Figure 1. Supply network.
The bar under the picture is 10 µm long. Pins as bars on the die edge. Tap cells in grey.
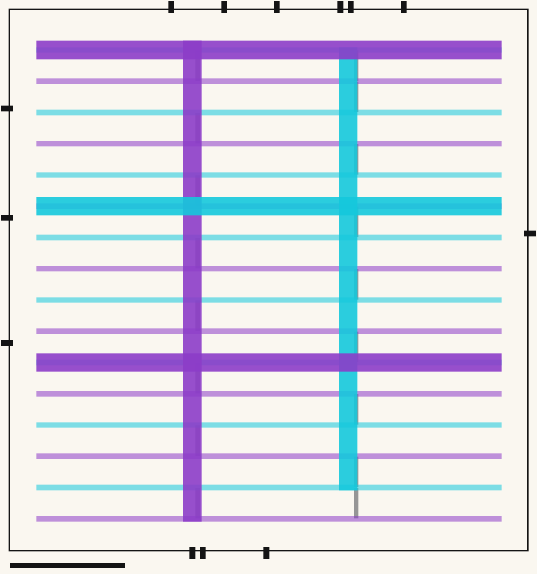
Figure 2. Cell area per tile.
The bar under the picture is 10 µm long. The die is cut into 9 by 9 equal tiles; white is low, dark blue is high, 0 to 100% covered.
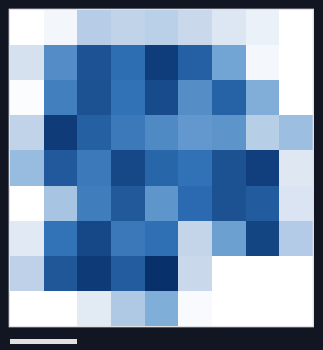
Figure 3. Cell placement.
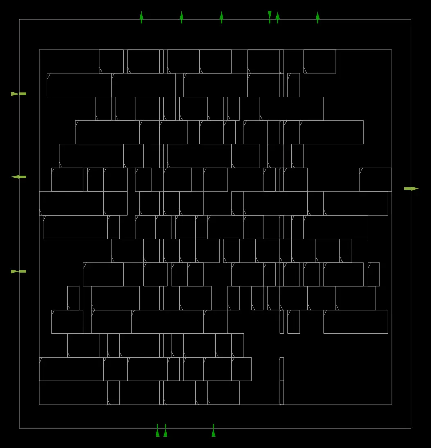
Figure 4. Where the registers sit.
The bar under the picture is 10 µm long. Other sequential cells in the stronger grey, the rest of the logic in the fainter grey.
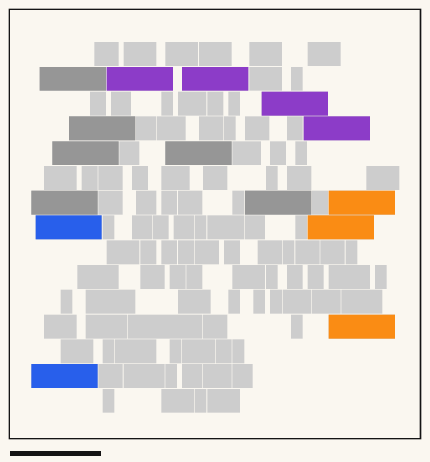
$ cat src/rtl/mux_arb_pkg.sv
// rtl/mux_arb_pkg.sv - shared constants, state type and helpers for the round-robin mux arbiter
package mux_arb_pkg;

  localparam int NUM_REQ = 4;
  localparam int SEL_W   = 2;

  typedef enum logic {
    IDLE  = 1'b0,
    GRANT = 1'b1
  } arb_state_t;

  // Expand a requester index into its one-hot grant vector.
  function automatic logic [NUM_REQ-1:0] idx_to_onehot(input logic [SEL_W-1:0] idx);
    logic [NUM_REQ-1:0] oh;
    oh      = '0;
    oh[idx] = 1'b1;
    return oh;
  endfunction

endpackage

$ cat src/rtl/rr_pick4.sv
// rtl/rr_pick4.sv - combinational rotating-priority picker over four request lines
module rr_pick4
  import mux_arb_pkg::*;
(
  input  logic [NUM_REQ-1:0] req,
  input  logic [SEL_W-1:0]   ptr,
  output logic               found,
  output logic [SEL_W-1:0]   idx
);

  // Scan offsets from farthest to nearest so the nearest set bit past ptr wins.
  always_comb begin
    logic [SEL_W-1:0] cand;
    found = |req;
    idx   = ptr;
    cand  = ptr;
    for (int i = NUM_REQ - 1; i >= 0; i--) begin
      cand = ptr + SEL_W'(i);
      if (req[cand]) begin
        idx = cand;
      end
    end
  end

endmodule

$ cat src/rtl/mux_4x1_rr_arbiter.sv
// rtl/mux_4x1_rr_arbiter.sv - round-robin arbiter with burst limit driving a shared 4:1 mux select
module mux_4x1_rr_arbiter
  import mux_arb_pkg::*;
#(
  parameter int MAX_BURST = 4
) (
  input  logic                clk,
  input  logic                rst,
  input  logic [NUM_REQ-1:0]  req,
  output logic [NUM_REQ-1:0]  gnt,
  output logic [SEL_W-1:0]    sel,
  output logic                busy
);

  localparam int                CNT_W   = $clog2(MAX_BURST + 1);
  localparam logic [CNT_W-1:0]  CNT_MAX = CNT_W'(MAX_BURST);
  localparam logic [CNT_W-1:0]  CNT_ONE = CNT_W'(1);

  arb_state_t          state;
  logic [SEL_W-1:0]    owner;
  logic [SEL_W-1:0]    ptr;
  logic [CNT_W-1:0]    cnt;

  logic [NUM_REQ-1:0]  owner_oh;
  logic [SEL_W-1:0]    next_ptr;
  logic [NUM_REQ-1:0]  pick_req;
  logic [SEL_W-1:0]    pick_ptr;
  logic                pick_found;
  logic [SEL_W-1:0]    pick_idx;
  logic                owner_req;
  logic                burst_done;

  assign owner_oh   = idx_to_onehot(owner);
  assign next_ptr   = owner + SEL_W'(1);
  assign owner_req  = req[owner];
  assign burst_done = (cnt == CNT_MAX);

  // While granted, the picker looks only at the other requesters, starting after the owner;
  // release and preempt both restart the search there, so one picker serves every case.
  always_comb begin
    pick_req = req;
    pick_ptr = ptr;
    if (state == GRANT) begin
      pick_req = req & ~owner_oh;
      pick_ptr = next_ptr;
    end
  end

  rr_pick4 u_pick (
    .req   (pick_req),
    .ptr   (pick_ptr),
    .found (pick_found),
    .idx   (pick_idx)
  );

  // Arbitration state machine; every output is a register so sel/gnt switch on the same edge.
  always_ff @(posedge clk) begin
    if (rst) begin
      state <= IDLE;
      owner <= '0;
      ptr   <= '0;
      cnt   <= '0;
      gnt   <= '0;
      sel   <= '0;
      busy  <= 1'b0;
    end else begin
      case (state)
        IDLE: begin
          if (pick_found) begin
            state <= GRANT;
            owner <= pick_idx;
            cnt   <= CNT_ONE;
            gnt   <= idx_to_onehot(pick_idx);
            sel   <= pick_idx;
            busy  <= 1'b1;
          end
        end

        GRANT: begin
          if (!owner_req) begin
            // Owner released: hand off immediately or fall back to idle, sel left as-is.
            ptr <= next_ptr;
            if (pick_found) begin
              owner <= pick_idx;
              cnt   <= CNT_ONE;
              gnt   <= idx_to_onehot(pick_idx);
              sel   <= pick_idx;
              busy  <= 1'b1;
            end else begin
              state <= IDLE;
              cnt   <= '0;
              gnt   <= '0;
              busy  <= 1'b0;
            end
          end else if (burst_done && pick_found) begin
            // Burst used up and someone else waits: preempt, old owner re-competes later.
            ptr   <= next_ptr;
            owner <= pick_idx;
            cnt   <= CNT_ONE;
            gnt   <= idx_to_onehot(pick_idx);
            sel   <= pick_idx;
            busy  <= 1'b1;
          end else if (burst_done) begin
            // Nobody else waiting: owner simply starts a fresh burst.
            cnt <= CNT_ONE;
          end else begin
            cnt <= cnt + CNT_ONE;
          end
        end

        default: begin
          state <= IDLE;
          gnt   <= '0;
          busy  <= 1'b0;
        end
      endcase
    end
  end

endmodule

$ cat config.mk
export PLATFORM = sky130hd
export DESIGN_NAME = mux_4x1_rr_arbiter
export DESIGN_NICKNAME = d
export VERILOG_FILES = /design/src/rtl/mux_arb_pkg.sv /design/src/rtl/rr_pick4.sv /design/src/rtl/mux_4x1_rr_arbiter.sv
export SDC_FILE = /design/constraint.sdc
export NUM_CORES = 1
export LEC_CHECK = 0
export CAP_MARGIN = 20
export CORE_AREA = 2 2 43 45
export CTS_CLUSTER_SIZE = 28
export DETAILED_ROUTE_END_ITERATION = 6
export DIE_AREA = 0 0 45 47
export MAX_ROUTING_LAYER = met4
export PLACE_DENSITY = 0.79
export SETUP_SLACK_MARGIN = 0.5
export SLEW_MARGIN = 10
export SYNTH_ARGS = -nofsm -noshare
export SYNTH_HDL_FRONTEND = slang
export SYNTH_SLANG_ARGS = --single-unit
$ cat constraint.sdc
create_clock -name clk -period 3.79 [get_ports clk]
set_input_delay 0.379 -clock clk [delete_from_list [all_inputs] [get_ports clk]]
set_output_delay 0.379 -clock clk [all_outputs]
set_load 0.01 [all_outputs]
==> metrics.yaml <==
timing:
  drv_slew: 0
  min_period_over_period_pct: 65.79
  holdWs_ns: 0.4562
  setup_viol: 0
  maxSlewHeadroom_pct: 60.51
  worstMarginPinSlew_ns: 0.5911
  worst_slack_ns: 1.296
  rsz0062_at_grt: "false"
  finClkSkew_ns: 0.001396
global_routing:
  met3_usage_pct: 5.769
  grt_max_degree: 16
  grt_pass1_vias: 682
  grtUsageMet1_pct: 21.99
  antenna_found_initial: 0
  grt.busiest_layer: "met2"
  grt-ovfl-total: 0
setup_path:
  rr_endpoint: "gnt[3]"
  path_buffers: 1
  cp-end-kind: "register"
  r2r-start: "owner[0]"
  crit_path_start_kind: "register"
  cp.arrival_ns: 2.71
  cp.required_ns: 4.00
  crit_fanout: 11
  critPathLaunch: "owner[0]"
  crit_family: "simple AND/OR/NAND/NOR gates"
floorplanning:
  die_w_um: 45
  dieArea_um2: 2115
pwr:
  power_density_nw_per_um2: 479.6
  finalPower_w: 0.0004891
  p_leak_nw: 0.4016
  netSwitchingPower_w: 0.0001652
  internal-power_w: 0.0003239
  clkPwrFrac_pct: 18.6
clock_tree:
  cts_resized: 0
  clk-insertion-delay-late_ns: 0.28
  cts_tree: "done"
  post-cts-setup-buffer-count: 0
  clock_path_buffers: 2
  holdBufCountCts: 0
yosys:
  synthArstFlopShare_pct: 0
  netlist_area_um2: 872.1
  ys_area_um2: 872.1
  fp_nets: 113
  netlist_instances: 101
  top_area_cell: "dfxtp_1"
  logic_family: "AND-OR/OR-AND gates"
  synth-simple-area-share_pct: 20.23
  aoi_share_pct: 25.25
  synth_cell_types: 38
  syn_avg_cell_area_um2: 8.635
  ys_seq_share_pct: 34.43
  top_area_share_pct: 34.43
  ys_sh_mux_pct: 6.600
drt:
  drt_wl_total_um: 1683
  dr_wl_met3_um: 71
  wire_per_inst_um: 12.85
  vias: 775
  vias_per_cell: 5.916
  wl_met1_um: 761
  dr_wl_met2_um: 830
layout:
  nMultiInputCombCells: 77
  final_cells: 131
  syn_to_final_growth_pct: 16.93
  top_regs: "gnt x4, cnt x3"
  fin_area_um2: 1020
  comb_area_um2: 529.3
  final-clk-cell-share_pct: 2.577
  largest_class: "logic gates"
  largest_register_ffs: 4
  nonClockBufferCount: 12
  layout_top_cell: "dfxtp_1"
  top_register: "gnt"
placed_design:
  numPortBuffers: 12
  dpl.hpwl_um: 1284
  gp_congestion: 0.9068
  dpl_cell_area_um2: 993.5
min_path:
  whs_endpoint: "gnt[2]"
  worstHoldPathCells: 2
  hold_class: "reg -> reg"
status:
  outcome: "finished clean"
-- Figure 1 (at the start) --
- purple: VSS
- cyan: VDD
- met5 straps: 3
- rows: 15
- met1 rails: 16
- tap cells: 17

-- Figure 2 (at the start) --
- emptiest ninth of the die: bottom right
- nearly empty tiles: 16%
- fullest tile: 100%
- densest ninth of the die: middle
fp util: 52.80%
Core Region: 1652 µm²

-- Figure 3 (at the start) --
Well Taps: 17
Finished Core Util: 61.74%
flop count: 15
flop share of the area: 29.45%
Core Rows: 15

-- Figure 4 (at the start) --
- orange: cnt (placed flops 3)
- blue: ptr (placed flops 2)
- purple: gnt (placed flops 4)
Power Sequential: 0.000207 W
Flop area: 300.3 µm²

No activity file was given, so power comes from the tool's default toggle rates.
